[config.mk]
export PLATFORM = sky130hd
export DESIGN_NAME = vm_vend_ctrl
export DESIGN_NICKNAME = d
export VERILOG_FILES = /design/src/rtl/vm_vend_ctrl.sv
export SDC_FILE = /design/constraint.sdc
export NUM_CORES = 1
export LEC_CHECK = 0
export ABC_AREA = 1
export CELL_PAD_IN_SITES_DETAIL_PLACEMENT = 0
export CELL_PAD_IN_SITES_GLOBAL_PLACEMENT = 1
export CORE_MARGIN = 1
export CORE_UTILIZATION = 35
export CTS_CLUSTER_SIZE = 16
export DETAILED_ROUTE_END_ITERATION = 8
export GPL_ROUTABILITY_DRIVEN = 0
export HOLD_SLACK_MARGIN = 0.03
export PLACE_DENSITY = 0.83
export RECOVER_POWER = 25
export SETUP_SLACK_MARGIN = 0.02
export SLEW_MARGIN = 0
export SYNTH_ARGS = -nofsm -noshare
export SYNTH_HDL_FRONTEND = slang
export SYNTH_SLANG_ARGS = --single-unit
[constraint.sdc]
create_clock -name clk -period 1.85 [get_ports clk]
set_input_delay 0.2775 -clock clk [delete_from_list [all_inputs] [get_ports clk]]
set_output_delay 0.2775 -clock clk [all_outputs]
set_load 0.1 [all_outputs]
[src/rtl/vm_vend_ctrl.sv]
// ---------------------------------------------------------------------------
// vm_vend_ctrl -- vending sequencer
//
// Owns the coin credit. It takes coins in half-unit steps and accepts a
// selection of product A or B. It hands the vend to the dispenser over a
// request/acknowledge pair, then pays change back one half-unit pulse at a
// time.
//
// Optional feature macro: VM_TIMEOUT_EN
//   defined   : an idle counter in CREDIT refunds the credit after TIMEOUT
//               cycles (the TIMEOUT parameter exists only in this build)
//   undefined : no counter; credit is held in CREDIT indefinitely
//
// Parameters
//   PRICE_A, PRICE_B : product prices in half-units
//   MAX_CREDIT       : credit ceiling in half-units (fits in 4 bits)
//   TIMEOUT          : idle cycles before auto-refund (VM_TIMEOUT_EN only)
//
// Ports
//   clk, rst_n   : clock (rising edge), asynchronous active-low reset
//   coin[1:0]    : coin strobe, bit0 = 0.5 coin, bit1 = 1.0 coin
//   sel[1:0]     : selection strobe, bit0 = A, bit1 = B
//   cancel       : refund request strobe
//   disp_req     : dispense request, held until disp_ack
//   disp_id      : product being dispensed (0 = A, 1 = B)
//   disp_ack     : dispenser done, only looked at in VEND
//   chg_pulse    : one high cycle per half-unit returned
//   credit[3:0]  : current credit in half-units
//   coin_rej     : one-cycle pulse, coin must be returned by the hopper
//   err          : one-cycle pulse, invalid or unaffordable selection
//   dbg_state    : current FSM state (IDLE=0, CREDIT=1, VEND=2, CHANGE=3)
//
// Handshake: disp_req rises one cycle after an accepted selection and stays
// high with disp_id stable until the first edge that samples disp_ack = 1;
// on that edge disp_req drops and the FSM leaves VEND, so an ack held high
// for several cycles is consumed once.
// ---------------------------------------------------------------------------
module vm_vend_ctrl #(
  parameter int unsigned PRICE_A    = 4,
  parameter int unsigned PRICE_B    = 6,
  parameter int unsigned MAX_CREDIT = 15
`ifdef VM_TIMEOUT_EN
  , parameter int unsigned TIMEOUT  = 255
`endif
) (
  input  logic       clk,
  input  logic       rst_n,
  input  logic [1:0] coin,
  input  logic [1:0] sel,
  input  logic       cancel,
  output logic       disp_req,
  output logic       disp_id,
  input  logic       disp_ack,
  output logic       chg_pulse,
  output logic [3:0] credit,
  output logic       coin_rej,
  output logic       err,
  output logic [1:0] dbg_state
);

  typedef enum logic [1:0] {
    ST_IDLE   = 2'd0,
    ST_CREDIT = 2'd1,
    ST_VEND   = 2'd2,
    ST_CHANGE = 2'd3
  } state_e;

  localparam logic [3:0] PA   = 4'(PRICE_A);
  localparam logic [3:0] PB   = 4'(PRICE_B);
  localparam logic [4:0] MAXC = 5'(MAX_CREDIT);

  state_e     state_q, state_d;
  logic [3:0] credit_q, credit_d;
  logic       disp_req_q, disp_req_d;
  logic       disp_id_q, disp_id_d;
  logic       chg_pulse_q, chg_pulse_d;
  logic       coin_rej_q, coin_rej_d;
  logic       err_q, err_d;

  // Coin decode: bit0 wins, so 2'b11 is worth one half-unit.
  logic       coin_any;
  logic [1:0] coin_val;
  logic [4:0] coin_sum;
  logic       coin_fits;
  logic       start_refund;
  logic       tmo_hit;

  assign coin_any  = (coin != 2'b00);
  assign coin_val  = coin[0] ? 2'd1 : (coin[1] ? 2'd2 : 2'd0);
  assign coin_sum  = {1'b0, credit_q} + {3'b000, coin_val};
  assign coin_fits = (coin_sum <= MAXC);

`ifdef VM_TIMEOUT_EN
  logic [7:0] tmo_q, tmo_d;
  logic       coin_acc;

  assign tmo_hit  = (tmo_q == 8'(TIMEOUT));
  assign coin_acc = (state_q == ST_CREDIT) && !cancel && (sel == 2'b00) &&
                    coin_any && coin_fits;

  // Counts idle CREDIT cycles; any accepted coin or any selection (valid or
  // erroneous) restarts the wait. Rejected coins do not count as activity.
  always_comb begin
    tmo_d = 8'd0;
    if ((state_q == ST_CREDIT) && !cancel && !tmo_hit) begin
      if ((sel != 2'b00) || coin_acc) tmo_d = 8'd0;
      else                            tmo_d = tmo_q + 8'd1;
    end
  end

  always_ff @(posedge clk or negedge rst_n) begin
    if (!rst_n) tmo_q <= 8'd0;
    else        tmo_q <= tmo_d;
  end
`else
  assign tmo_hit = 1'b0;
`endif

  always_comb begin
    state_d      = state_q;
    credit_d     = credit_q;
    disp_req_d   = disp_req_q;
    disp_id_d    = disp_id_q;
    chg_pulse_d  = 1'b0;
    coin_rej_d   = 1'b0;
    err_d        = 1'b0;
    start_refund = 1'b0;

    case (state_q)
      ST_IDLE: begin
        credit_d   = 4'd0;
        disp_req_d = 1'b0;
        if (coin_any) begin
          credit_d = {2'b00, coin_val};
          state_d  = ST_CREDIT;
        end
      end

      ST_CREDIT: begin
        // cancel (or timeout) > sel > coin; a losing coin is bounced.
        if (cancel || tmo_hit) begin
          coin_rej_d   = coin_any;
          start_refund = 1'b1;
        end else if (sel != 2'b00) begin
          coin_rej_d = coin_any;
          if ((sel == 2'b01) && (credit_q >= PA)) begin
            credit_d   = credit_q - PA;
            disp_id_d  = 1'b0;
            disp_req_d = 1'b1;
            state_d    = ST_VEND;
          end else if ((sel == 2'b10) && (credit_q >= PB)) begin
            credit_d   = credit_q - PB;
            disp_id_d  = 1'b1;
            disp_req_d = 1'b1;
            state_d    = ST_VEND;
          end else begin
            err_d = 1'b1;
          end
        end else if (coin_any) begin
          if (coin_fits) credit_d   = coin_sum[3:0];
          else           coin_rej_d = 1'b1;
        end
      end

      ST_VEND: begin
        coin_rej_d = coin_any;
        if (disp_ack) begin
          disp_req_d   = 1'b0;
          start_refund = 1'b1;
        end
      end

      ST_CHANGE: begin
        coin_rej_d = coin_any;
        if (credit_q == 4'd0) begin
          state_d = ST_IDLE;
        end else if (!chg_pulse_q) begin
          chg_pulse_d = 1'b1;
          credit_d    = credit_q - 4'd1;
          if (credit_q == 4'd1) state_d = ST_IDLE;
        end
      end

      default: state_d = ST_IDLE;
    endcase

    // Entering CHANGE already emits the first pulse, so a payout of K
    // half-units spans 2K-1 cycles and the last pulse lands in IDLE.
    if (start_refund) begin
      if (credit_q == 4'd0) begin
        state_d = ST_IDLE;
      end else begin
        chg_pulse_d = 1'b1;
        credit_d    = credit_q - 4'd1;
        state_d     = (credit_q == 4'd1) ? ST_IDLE : ST_CHANGE;
      end
    end
  end

  always_ff @(posedge clk or negedge rst_n) begin
    if (!rst_n) begin
      state_q     <= ST_IDLE;
      credit_q    <= 4'd0;
      disp_req_q  <= 1'b0;
      disp_id_q   <= 1'b0;
      chg_pulse_q <= 1'b0;
      coin_rej_q  <= 1'b0;
      err_q       <= 1'b0;
    end else begin
      state_q     <= state_d;
      credit_q    <= credit_d;
      disp_req_q  <= disp_req_d;
      disp_id_q   <= disp_id_d;
      chg_pulse_q <= chg_pulse_d;
      coin_rej_q  <= coin_rej_d;
      err_q       <= err_d;
    end
  end

  assign disp_req  = disp_req_q;
  assign disp_id   = disp_id_q;
  assign chg_pulse = chg_pulse_q;
  assign credit    = credit_q;
  assign coin_rej  = coin_rej_q;
  assign err       = err_q;
  assign dbg_state = state_q;

endmodule

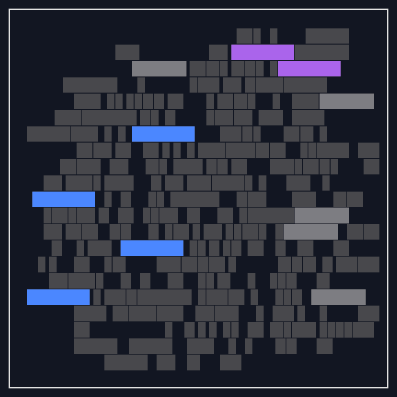
Run 1: sequential cells colored by netlist name
Drawn at 6 px/um.
Key: blue = credit [flops 4]; purple = dbg_state [flops 2]
proportion of cell area occupied by registers: 0.145

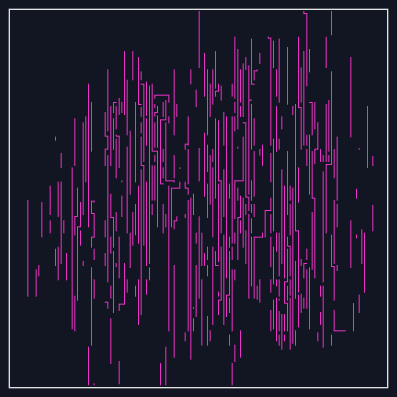
Run 1: M2 wires
Drawn at 6 px/um.
The layer carries 2070 um of wire. The layer holds 52% of the routed length. The wires run mostly vertical.
GR met2 Demand/Resource: 0.375
wirelength, routed: 3990 um

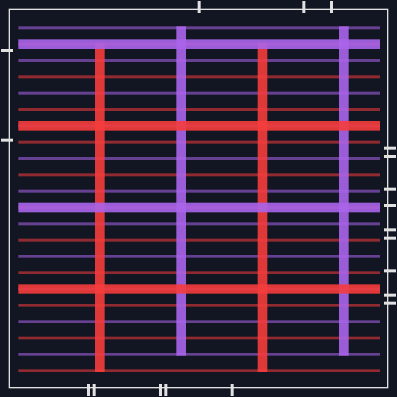
Run 1: floorplan with the power grid
Drawn at 6 px/um. Pins as bars on the die edge.
Key: red = VSS; purple = VDD
The core has 21 rows. 22 met1 rails follow the rows. 19 signal pins sit on the boundary. 4 straps on met4.
Die X: 62.8 um
standard cell core area: 0.00344 sq mm

==> metrics.yaml, run 1 <==
run_status:
  outcome: "complete, but fails checks"
  failed_checks: "negative setup slack"
synthesis:
  postSynthNetCount: 214
  synthesis.yosys.warnings: 0
  synth_cells: 187
  xor_area_frac: 0.0203
  synth_seq_share: 0.213
  simple_gate_share: 0.316
  synth_area_sq_mm: 0.00129
  adders_majority_by_area: 0.189
  area_of_the_synthesized_netlist_per_yosys_stat_sq_mm: 0.00129
placed_design:
  postPlaceCellArea_sq_mm: 0.00186
  place.port_buffers: 18
  place_hpwl_um: 3040
worst_setup_path:
  path_delay_family: "adder cells"
  critical_path.cell_chain: "ha_4 > fa_2 > nand2_2 > inv_2 > nor2_4 > nand2_2 > o21ai_2 > a21oi_2 > o21ai_1 > nand2_1 > nand2_1 > o21ai_1"
  cp_max_stage_cell: "sky130_fd_sc_hd__dfrtp_4"
  worstSetupEndpointType: "register"
  critical-path-max-stage-delay_ns: 0.49
  timing.critical_path.fanout_max: 4
  crit_path_launch_type: "register"
  worst-path-buf-inv: 1
  worst_ep_arrival_time_ns: 2.14
die:
  floorplan.core_util: 0.376
cts:
  cts_root_buffer: "sky130_fd_sc_hd__clkbuf_8"
  clock-sinks: 11
  clk_path_buf_depth: 2
  cts_tree: "built"
  htree_levels: 1
  clock_transition_at_the_registers_of_the_reported_paths_ns: 0.05
  inserted_clock_buffers: 3
grt:
  gr-total-overflow: 0
  grt_start_max_net_pins: 12
  grt_pass1_wl_um: 6560
sta:
  finalClockSkew_ns: 0.00157
  setup_viol: 4
  final_critical_path_setup_slack_ns: -0.164
  finalHoldViolations: 0
  timing.slew.headroom: 0.592
  tightestPinTransition_ns: 0.610
  final_max_slew_viol_count: 0
  post-route-period-util: 1.09
  hold_ws_ns: 0.486
finish:
  ant_diodes: 0
  final_design_area_no_fill_sq_mm: 0.00205
  final_layout_size_suffix_gt1_frac: 0.398
  flow.area_growth_from_synthesis_pct: 58.3
run:
  warnings: 41
route:
  post_drt_via_cell_ratio: 5.02
  drt_drc_violations_left: 0
  post_drt_wl_per_cell_um: 13.9
-- run 1: final timing paths --
| check | slack [ns] | from | cells after the start | endpoint |
|---|---|---|---|---|
| max | -0.16 | credit[0]$_DFF_PN0_ | 12 | credit[1]$_DFF_PN0_ |
| min | 0.49 | rst_n | 1 | err$_DFF_PN0_ |
| max reg2reg | -0.16 | credit[0]$_DFF_PN0_ | 12 | credit[1]$_DFF_PN0_ |
| min reg2reg | 0.50 | disp_req$_DFFE_PN0P_ | 2 | disp_req$_DFFE_PN0P_ |
| max in group asynchronous | 0.91 | rst_n | 1 | credit[2]$_DFF_PN0_ |
| min in group clk | 0.50 | disp_req$_DFFE_PN0P_ | 2 | disp_req$_DFFE_PN0P_ |
-- run 1: per-layer routing --
| layer | vias to the layer above | share of wire | GRT usage | wire length, um |
|---|---|---|---|---|
| met5 | - | 0 | 0 | 0 |
| met3 | 6 | 0.035 | 0.0383 | 140 |
| met1 | 683 | 0.43 | 0.256 | 1730 |
| met2 | 31 | 0.52 | 0.375 | 2070 |
| li1 | 722 | - | - | - |
| met4 | 0 | 0.012 | 0.0465 | 48 |
-- run 1: area by class of cell --
cell class / instances / area (sq um)
multi-input combinational: 144 / 1020
inverter: 31 / 128
tap: 46 / 57.6
fill: 329 / 1390
timing repair buffer: 51 / 497
clock buffer: 4 / 45.0
sequential: 11 / 298
-- run 1: synthesized netlist by cell type, drive strengths merged --
library cell / number / share of area
o221ai: 2 / 0.014
a31oi: 1 / 0.0048
o21a: 1 / 0.0058
ha: 18 / 0.17
a21boi: 1 / 0.0058
xor2: 3 / 0.020
nor4: 1 / 0.0048
a311oi: 1 / 0.0068
nand4: 2 / 0.0097
a221oi: 1 / 0.0068
a21oi: 10 / 0.042
o22ai: 2 / 0.0097
nor2: 16 / 0.052
nand3: 21 / 0.093
clkinv: 1 / 0.0029
nand2: 48 / 0.16
o31ai: 1 / 0.0058
inv: 30 / 0.087
fa: 1 / 0.015
buf: 1 / 0.0087
o21ai: 14 / 0.063
dfrtp: 11 / 0.21
-- run 1: through the flow --
step           std cells  TNS, ns
6_report             287   -0.459
5_1_grt              287    -1.09
4_1_cts              284   -0.354
3_5_place_dp         279    -2.09
3_3_place_gp         279    -1.54
2_1_floorplan        187   -0.526
-- run 1: flip-flops by register name, summed over array words and instances, names as in the netlist --
| signal | flops |
|---|---|
| disp_id | 1 |
| dbg_state | 2 |
| coin_rej | 1 |
| disp_req | 1 |
| chg_pulse | 1 |
| err | 1 |
| credit | 4 |
-- run 1: timing repair --
item                                    in CTS  in global routing
hold buffers                                 0                  0
setup buffers                                1                  5
endpoints found under the setup margin       8                  8
gates resized                                6                 26
pin swaps                                    6                 19
==> inputs of run 2 (changes only) <==
--- a/config.mk
+++ b/config.mk
@@ -6,15 +6,17 @@
 export NUM_CORES = 1
 export LEC_CHECK = 0
 export ABC_AREA = 1
+export CAP_MARGIN = 20
 export CELL_PAD_IN_SITES_DETAIL_PLACEMENT = 0
 export CELL_PAD_IN_SITES_GLOBAL_PLACEMENT = 1
 export CORE_MARGIN = 1
-export CORE_UTILIZATION = 35
+export CORE_UTILIZATION = 40
 export CTS_CLUSTER_SIZE = 16
 export DETAILED_ROUTE_END_ITERATION = 8
+export DONT_BUFFER_PORTS = 1
 export GPL_ROUTABILITY_DRIVEN = 0
 export HOLD_SLACK_MARGIN = 0.03
-export PLACE_DENSITY = 0.83
+export PLACE_DENSITY = 0.81
 export RECOVER_POWER = 25
 export SETUP_SLACK_MARGIN = 0.02
 export SLEW_MARGIN = 0
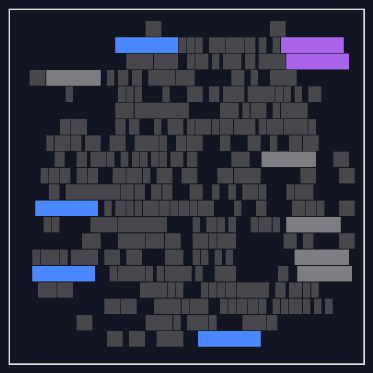
Run 2: sequential cells colored by netlist name
Drawn at 6 px/um.
Key: purple = dbg_state [flops 2]; blue = credit [flops 4]
register cell area after layout: 298 sq um
post-layout util: 0.560

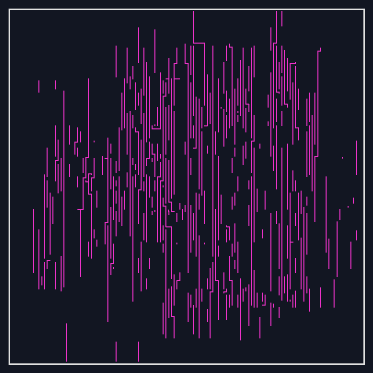
Run 2: M2 wires
Drawn at 6 px/um.
184 nets have wire on it. The longest straight run is 35.0 um. The layer carries 1760 um of wire.
Vias: 1365
GR met2 Demand/Resource: 0.396
wirelength, routed: 3650 um

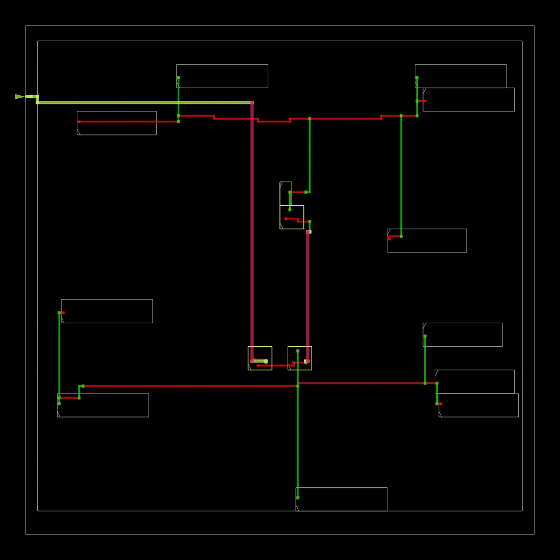
Run 2: the clock network
number of clock sinks: 11
later-pin clock latency in the skew report: 0.28 ns

==> run 2 against run 1 <==
Effect of this change: the run still ends with negative setup slack left; cell count is 7.0% lower; hold slack worse by 0.43 ns; highest routed layer unchanged; die size is 12% lower; critical endpoint unchanged; flip-flop count stayed put; area after synthesis stayed put; synthesized cell count stayed put.
==> metrics.yaml, run 2 <==
synthesis:
  synth-seq-cells: 11
  synth_largest_type_area_fraction: 0.213  # unchanged
  synth-cells-yosys: 187
  synth-edff-count: 0  # unchanged
  ys_async_rst_share: 1.00  # unchanged
  synth_seq_share: 0.213  # unchanged
  top_post_synthesis_cells_by_area: "sky130_fd_sc_hd__dfrtp_1, sky130_fd_sc_hd__ha_1, sky130_fd_sc_hd__nand2_1, sky130_fd_sc_hd__inv_1, sky130_fd_sc_hd__nand3_1"
  postSynthNetCount: 214  # unchanged
  synth_area_sq_mm: 0.00129  # unchanged
  post-synth-top-count-cell: "sky130_fd_sc_hd__nand2_1"
  synthesis.yosys.warnings: 0  # unchanged
  netlist_top_cells_count: "sky130_fd_sc_hd__nand2_1, sky130_fd_sc_hd__inv_1, sky130_fd_sc_hd__ha_1, sky130_fd_sc_hd__nand3_1, sky130_fd_sc_hd__nor2_1"
  flop_cell: "sky130_fd_sc_hd__dfrtp_1"
  yosysTopAreaCell: "sky130_fd_sc_hd__dfrtp_1"
  area_of_the_synthesized_netlist_per_yosys_stat_sq_mm: 0.00129  # unchanged
  synth_cells: 187  # unchanged
  synth_area_per_cell_sq_um: 6.93
  synth.distinct_cells: 30
finish:
  layout.cells.most_common_list: "sky130_fd_sc_hd__nand2_1, sky130_fd_sc_hd__buf_4, sky130_fd_sc_hd__inv_1"
  ant_diodes: 0  # unchanged
  largest_register_ff_count: 4  # unchanged
  flow.area_growth_from_synthesis_pct: 32.1
  final_common_cell: "sky130_fd_sc_hd__nand2_1"
  design.final.nets: 251
  final_layout_size_suffix_gt1_frac: 0.336  # -0.0620
route:
  drt_iter0_markers: 55
  drt-pass1-iter-count: 5
  drt_drc_violations_left: 0  # unchanged
  post_drt_wl_per_cell_um: 13.7  # -1.6%
  ant_nets: 0
  post_drt_via_cell_ratio: 5.11  # +1.8%
hold_path:
  hp-class: "input pin to register"
  hold-path-cell-count: 1
  min_from: "cancel"
  hold_path_end: "err$_DFF_PN0_"
sta:
  finalClockSkew_ns: 0.00225  # +0.000680 ns
  setup_total_neg_slack_ns: -0.353  # +0.107 ns
  final_max_slew_viol_count: 0  # unchanged
  timing.slew.headroom: 0.591  # -0.000842
  post-route-period-util: 1.09  # +0.00509
  tightestPinTransition_ns: 0.611  # +0.00126 ns
  setup_viol: 4  # unchanged
  final.min_clock_period_ns: 2.02
  final_critical_path_setup_slack_ns: -0.173  # -0.00942 ns
  grt_setup_unrepaired: "yes"
  hold_ws_ns: 0.0559  # -0.430 ns
  finalHoldViolations: 0  # unchanged
  maxClockFrequency_mhz: 494
die:
  floorplan.core_util: 0.424  # +0.0480
  io_pins: 19
  core.rowCount: 20
  standard_cell_core_area_sq_mm: 0.00305  # -11%
  vertical_extent_of_the_die_um: 58.9
  area_of_the_die_sq_mm: 0.00347
  die_width_um: 58.9  # -6.2%
cts:
  cts_root_buffer: "sky130_fd_sc_hd__clkbuf_4"
  htree_levels: 1  # unchanged
  clock_transition_at_the_registers_of_the_reported_paths_ns: 0.09  # +0.04 ns
  inserted_clock_buffers: 3  # unchanged
  cts_tree: "built"
  clk_path_buf_depth: 2  # unchanged
grt:
  grt_start_max_net_pins: 12  # unchanged
  grt_pass1_wl_um: 5990  # -8.7%
  first_global_vias: 1294
  grt_antenna_before_repair: 0
  track_usage: 0.237
  gr-total-overflow: 0  # unchanged
run:
  warnings: 41  # unchanged
  max_cap_viol_count: 0
worst_setup_path:
  worstReg2RegStart: "credit[0]$_DFF_PN0_"
  reg2reg_to: "credit[1]$_DFF_PN0_"
  rrSetupSlack_ns: -0.17  # about the same
  crit_path_launch_type: "register"
  timing.critical_path.fanout_max: 4  # unchanged
  reg2regPathDepth: 12  # unchanged
  worstSetupEndpointType: "register"
  worstSetupPathType: "register to register"
  cp-startpoint: "credit[0]$_DFF_PN0_"
  worst-endpoint-required_ns: 2.02
  worst_ep_arrival_time_ns: 2.20  # +0.06 ns
placed_design:
  place_hpwl_um: 2830  # -6.8%
  place.port_buffers: 0  # -18
run_status:
  failed_checks: "negative setup slack"
  outcome: "complete, but fails checks"
## run 2: cell counts after synthesis
No cell type changed its count.
## run 2: worst max path at each step
stage,to,slack [ns]
5_1_grt,credit[1]$_DFF_PN0_,-0.27
6_report,credit[1]$_DFF_PN0_,-0.17
4_1_cts,credit[1]$_DFF_PN0_,-0.10
3_5_place_dp,credit[1]$_DFF_PN0_,-0.12
2_1_floorplan,credit[1]$_DFF_PN0_,-0.18
3_3_place_gp,credit[1]$_DFF_PN0_,-0.06
## run 2: logic make-up (layout without fill, tap and decap cells)
logic type	after synthesis	count (layout)	synth area share
AND-OR/OR-AND	34	34	0.163
adder cells (fa/ha/maj)	19	19	0.189
AND/OR/NAND/NOR	88	88	0.316
buffers and inverters	32	68	0.0985
flip-flops	11	11	0.213
XOR/XNOR	3	3	0.0203
## run 2: metal layers
layer	global-route usage	wire length, um	vias to the layer above
li1	-	-	688
met1	0.304	1660	626
met2	0.396	1760	45
met3	0.0352	169	6
met4	0.0986	63	0
met5	0	0	-
## run 2: what timing repair did
item | 4_1_cts | 5_1_grt
buffers inserted | 2 | 1
endpoints found under the setup margin | 3 | 8
pin swaps | 5 | 10
resized | 1 | 7
hold buffers | 1 | 0
endpoints found under the hold margin | 11 | 0
## run 2: critical path, cell delays in order (launching register included)
cell and delay, ns:
sky130_fd_sc_hd__dfrtp_4 0.50, sky130_fd_sc_hd__ha_4 0.17, sky130_fd_sc_hd__fa_2 0.34, sky130_fd_sc_hd__nand2_2 0.07
sky130_fd_sc_hd__inv_2 0.05, sky130_fd_sc_hd__nor2_4 0.12, sky130_fd_sc_hd__nand2_2 0.08, sky130_fd_sc_hd__o21ai_2 0.20
sky130_fd_sc_hd__a21oi_2 0.05, sky130_fd_sc_hd__o21ai_1 0.17, sky130_fd_sc_hd__nand2_1 0.07, sky130_fd_sc_hd__nand2_1 0.06
sky130_fd_sc_hd__o21ai_1 0.05
## run 2: per-stage QoR
step / cell area [sq um] / worst slack (ns) / util / cells
after global routing: 1710 / -0.267 / 0.560 / 267
final: 1710 / -0.173 / 0.560 / 267
after global placement: 1630 / -0.0613 / 0.533 / 259
after floorplan: 1370 / -0.183 / - / 187
after CTS: 1680 / -0.104 / 0.551 / 266
after detailed placement: 1630 / -0.118 / 0.533 / 259
## run 2: layout make-up
cell class                      instances  area [sq um]
Sequential cell                        11           298
Tap cell                               44          55.1
Multi-Input combinational cell        144           961
Clock buffer                            4          26.3
Fill cell                             303          1340
Inverter                               31           120
Timing Repair Buffer                   33           250
==> inputs of run 3 (changes only) <==
--- a/config.mk
+++ b/config.mk
@@ -18,7 +18,6 @@
 export HOLD_SLACK_MARGIN = 0.03
 export PLACE_DENSITY = 0.81
 export RECOVER_POWER = 25
-export SETUP_SLACK_MARGIN = 0.02
 export SLEW_MARGIN = 0
 export SYNTH_ARGS = -nofsm -noshare
 export SYNTH_HDL_FRONTEND = slang
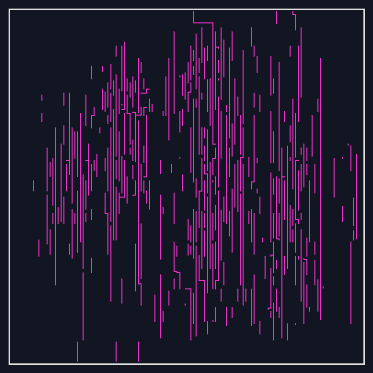
Run 3: M2 wires
Drawn at 6 px/um.
The longest straight run is 43.5 um. The layer carries 1750 um of wire. The wires run mostly vertical.
GR met2 Demand/Resource: 0.388
Vias: 1368
wirelength, routed: 3670 um

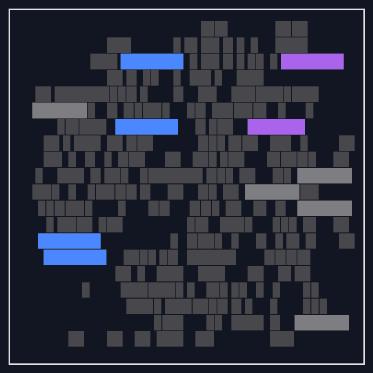
Run 3: sequential cells colored by netlist name
Drawn at 6 px/um.
Key: blue = credit [flops 4]; purple = dbg_state [flops 2]
proportion of cell area occupied by registers: 0.178
register cell area after layout: 295 sq um
post-layout util: 0.543

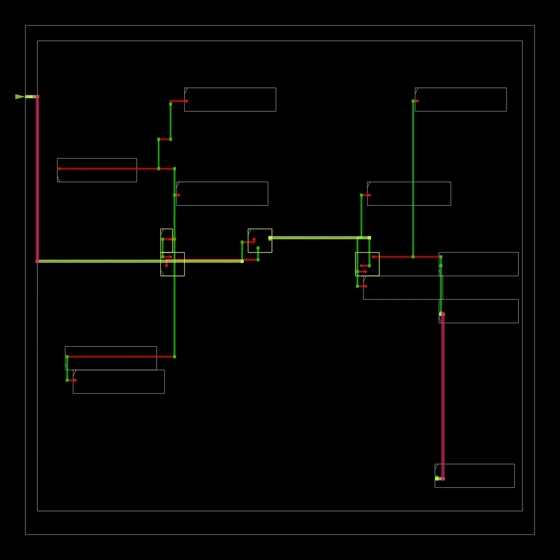
Run 3: the clock network
Inserted Clock Buffers: 3
count of sequential standard cells: 11
setup clock skew after layout: 0.000766 ns

==> run 3 against run 2 <==
Effect of this change: the run still ends with negative setup slack left; via count is 0.22% higher; sequential share of layout area is 0.40 points higher; clock-buffer cell count stayed put; area after synthesis stayed put; setup slack better by 0.072 ns; wire length is 0.58% higher; critical endpoint unchanged; largest cell class unchanged.
==> metrics.yaml, run 3 <==
finish:
  layout.cells.most_common_list: "sky130_fd_sc_hd__nand2_1, sky130_fd_sc_hd__buf_4, sky130_fd_sc_hd__inv_1"
  final_layout_size_suffix_gt1_frac: 0.303  # -0.0336
  flow.area_growth_from_synthesis_pct: 28.0
  final_common_cell: "sky130_fd_sc_hd__nand2_1"
  design.final.nets: 246  # -2.0%
  largest_register_ff_count: 4  # unchanged
  ant_diodes: 0  # unchanged
sta:
  post-route-period-util: 1.05  # -0.0389
  final_critical_path_setup_slack_ns: -0.102  # +0.0719 ns
  final_max_slew_viol_count: 0  # unchanged
  tightestPinTransition_ns: 0.564  # -0.0467 ns
  maxClockFrequency_mhz: 512  # +3.7%
  grt_setup_unrepaired: "yes"
  setup_viol: 4  # unchanged
hold_path:
  hp-class: "input pin to register"
die:
  core.rowCount: 20  # unchanged
  floorplan.core_util: 0.424  # unchanged
  area_of_the_die_sq_mm: 0.00347  # unchanged
  io_pins: 19  # unchanged
  standard_cell_core_area_sq_mm: 0.00305  # unchanged
  die_width_um: 58.9  # unchanged
  vertical_extent_of_the_die_um: 58.9  # unchanged
route:
  drt-pass1-iter-count: 6  # +1
  post_drt_wl_per_cell_um: 14.0  # +2.5%
  ant_nets: 0  # unchanged
  post_drt_via_cell_ratio: 5.22  # +2.1%
  drt_drc_violations_left: 0  # unchanged
grt:
  first_global_vias: 1309  # +1.2%
  met1_usage: 0.293  # -0.0101
  grt_pass1_wl_um: 6030  # +0.68%
  track_usage: 0.233  # -0.00377
  gr-total-overflow: 0  # unchanged
  grt_antenna_before_repair: 0  # unchanged
  grt_start_max_net_pins: 12  # unchanged
  groute.layer.met3.usage: 0.0549  # +0.0198
synthesis:
  post-synth-top-count-cell: "sky130_fd_sc_hd__nand2_1"
  synth_seq_share: 0.213  # unchanged
  flop_cell: "sky130_fd_sc_hd__dfrtp_1"
  synth-seq-cells: 11  # unchanged
  yosysTopAreaCell: "sky130_fd_sc_hd__dfrtp_1"
  area_of_the_synthesized_netlist_per_yosys_stat_sq_mm: 0.00129  # unchanged
  synth-edff-count: 0  # unchanged
  netlist_top_cells_count: "sky130_fd_sc_hd__nand2_1, sky130_fd_sc_hd__inv_1, sky130_fd_sc_hd__ha_1, sky130_fd_sc_hd__nand3_1, sky130_fd_sc_hd__nor2_1"
  synthesis.yosys.warnings: 0  # unchanged
  synth.distinct_cells: 30  # unchanged
  ys_async_rst_share: 1.00  # unchanged
  top_post_synthesis_cells_by_area: "sky130_fd_sc_hd__dfrtp_1, sky130_fd_sc_hd__ha_1, sky130_fd_sc_hd__nand2_1, sky130_fd_sc_hd__inv_1, sky130_fd_sc_hd__nand3_1"
  synth_area_per_cell_sq_um: 6.93  # unchanged
worst_setup_path:
  cp_max_stage_cell: "sky130_fd_sc_hd__dfrtp_4"
  worst-endpoint-required_ns: 2.02  # about the same
  worstSetupEndpointType: "register"
  critical-path-max-stage-delay_ns: 0.50  # about the same
  crit_path_launch_type: "register"
  worst_ep_arrival_time_ns: 2.12  # -0.08 ns
  critical_path.cell_chain: "ha_4 > fa_2 > nand2_2 > inv_2 > nor2_4 > nand2_2 > o21ai_1 > a21oi_1 > o21ai_1 > nand2_1 > nand2_1 > o21ai_1"
  cpMostUsedCell: "sky130_fd_sc_hd__o21ai_1"
  timing.critical_path.fanout_max: 4  # unchanged
cts:
  post_cts.repair.setup_buffers: 0  # -2
  cts_root_buffer: "sky130_fd_sc_hd__clkbuf_4"
  clkLatencyLatePin_ns: 0.27  # about the same
  clk_path_buf_depth: 2  # unchanged
run:
  warnings: 41  # unchanged
  max_cap_viol_count: 0  # unchanged
placed_design:
  place_hpwl_um: 2900  # +2.2%
run_status:
  outcome: "complete, but fails checks"
  failed_checks: "negative setup slack"
run 3: cell counts after synthesis:
Identical to the previous run, type by type.
run 3: worst paths after layout:
path	startpoint	to	slack, ns	cells past startpoint
setup / recovery	credit[0]$_DFF_PN0_	credit[1]$_DFF_PN0_	-0.10	12
hold / removal	cancel	err$_DFF_PN0_	0.06	1
setup reg to reg	credit[0]$_DFF_PN0_	credit[1]$_DFF_PN0_	-0.10	12
hold reg to reg	disp_req$_DFFE_PN0P_	disp_req$_DFFE_PN0P_	0.49	2
max in group asynchronous	rst_n	credit[3]$_DFF_PN0_	1.00	1
min in group asynchronous	rst_n	dbg_state[1]$_DFFE_PN0P_	0.43	1
run 3: cell type report:
| cell class | count | area (sq um) | area share |
|---|---|---|---|
| sequential | 11 | 295 | 0.178 |
| timing repair buffer | 28 | 213 | 0.128 |
| tap | 44 | 55.1 | 0.0332 |
| multi-input combinational | 144 | 948 | 0.572 |
| inverter | 31 | 120 | 0.0725 |
| clock buffer | 4 | 26.3 | 0.0158 |
run 3: repair_timing:
action,in CTS,in global routing
pin swaps,4,2
hold endpoints to repair,11,0
setup endpoints to repair,4,7
gates resized,2,3
hold buffers,1,0
run 3: cells by family after synthesis:
| logic type | after synthesis | synth area share |
|---|---|---|
| AOI/OAI and AO/OA | 34 | 0.163 |
| and+or+nand+nor | 88 | 0.316 |
| DFF | 11 | 0.213 |
| xor gates and xnor gates | 3 | 0.0203 |
| adders and majority gates | 19 | 0.189 |
| buffers and inverters | 32 | 0.0985 |
run 3: worst max-delay path, delay by kind of cell, from the launching register on:
kind	cells	cell delay [ns]
fa+ha+maj	2	0.52
compound gates	4	0.38
buf+inv	1	0.05
flops	1	0.50
simple gates	5	0.39
run 3: per-stage QoR:
step                      instances   util  worst slack, ns  setup TNS, ns  cell area (sq um)
after global routing            262  0.543           -0.243         -0.914               1660
after detailed placement        257  0.527          -0.0752         -0.155               1610
final                           262  0.543           -0.102         -0.304               1660
after floorplan                 187      -           -0.183         -0.526               1360
after global placement          257  0.527          -0.0737        -0.0920               1610
after CTS                       262  0.540          -0.0845         -0.181               1650
run 3: routing by layer:
layer  up-vias  wire length (um)
li1        681                 -
met1       627              1610
met2        50              1750
met3        10               219
met4         0                93
met5         -                 0
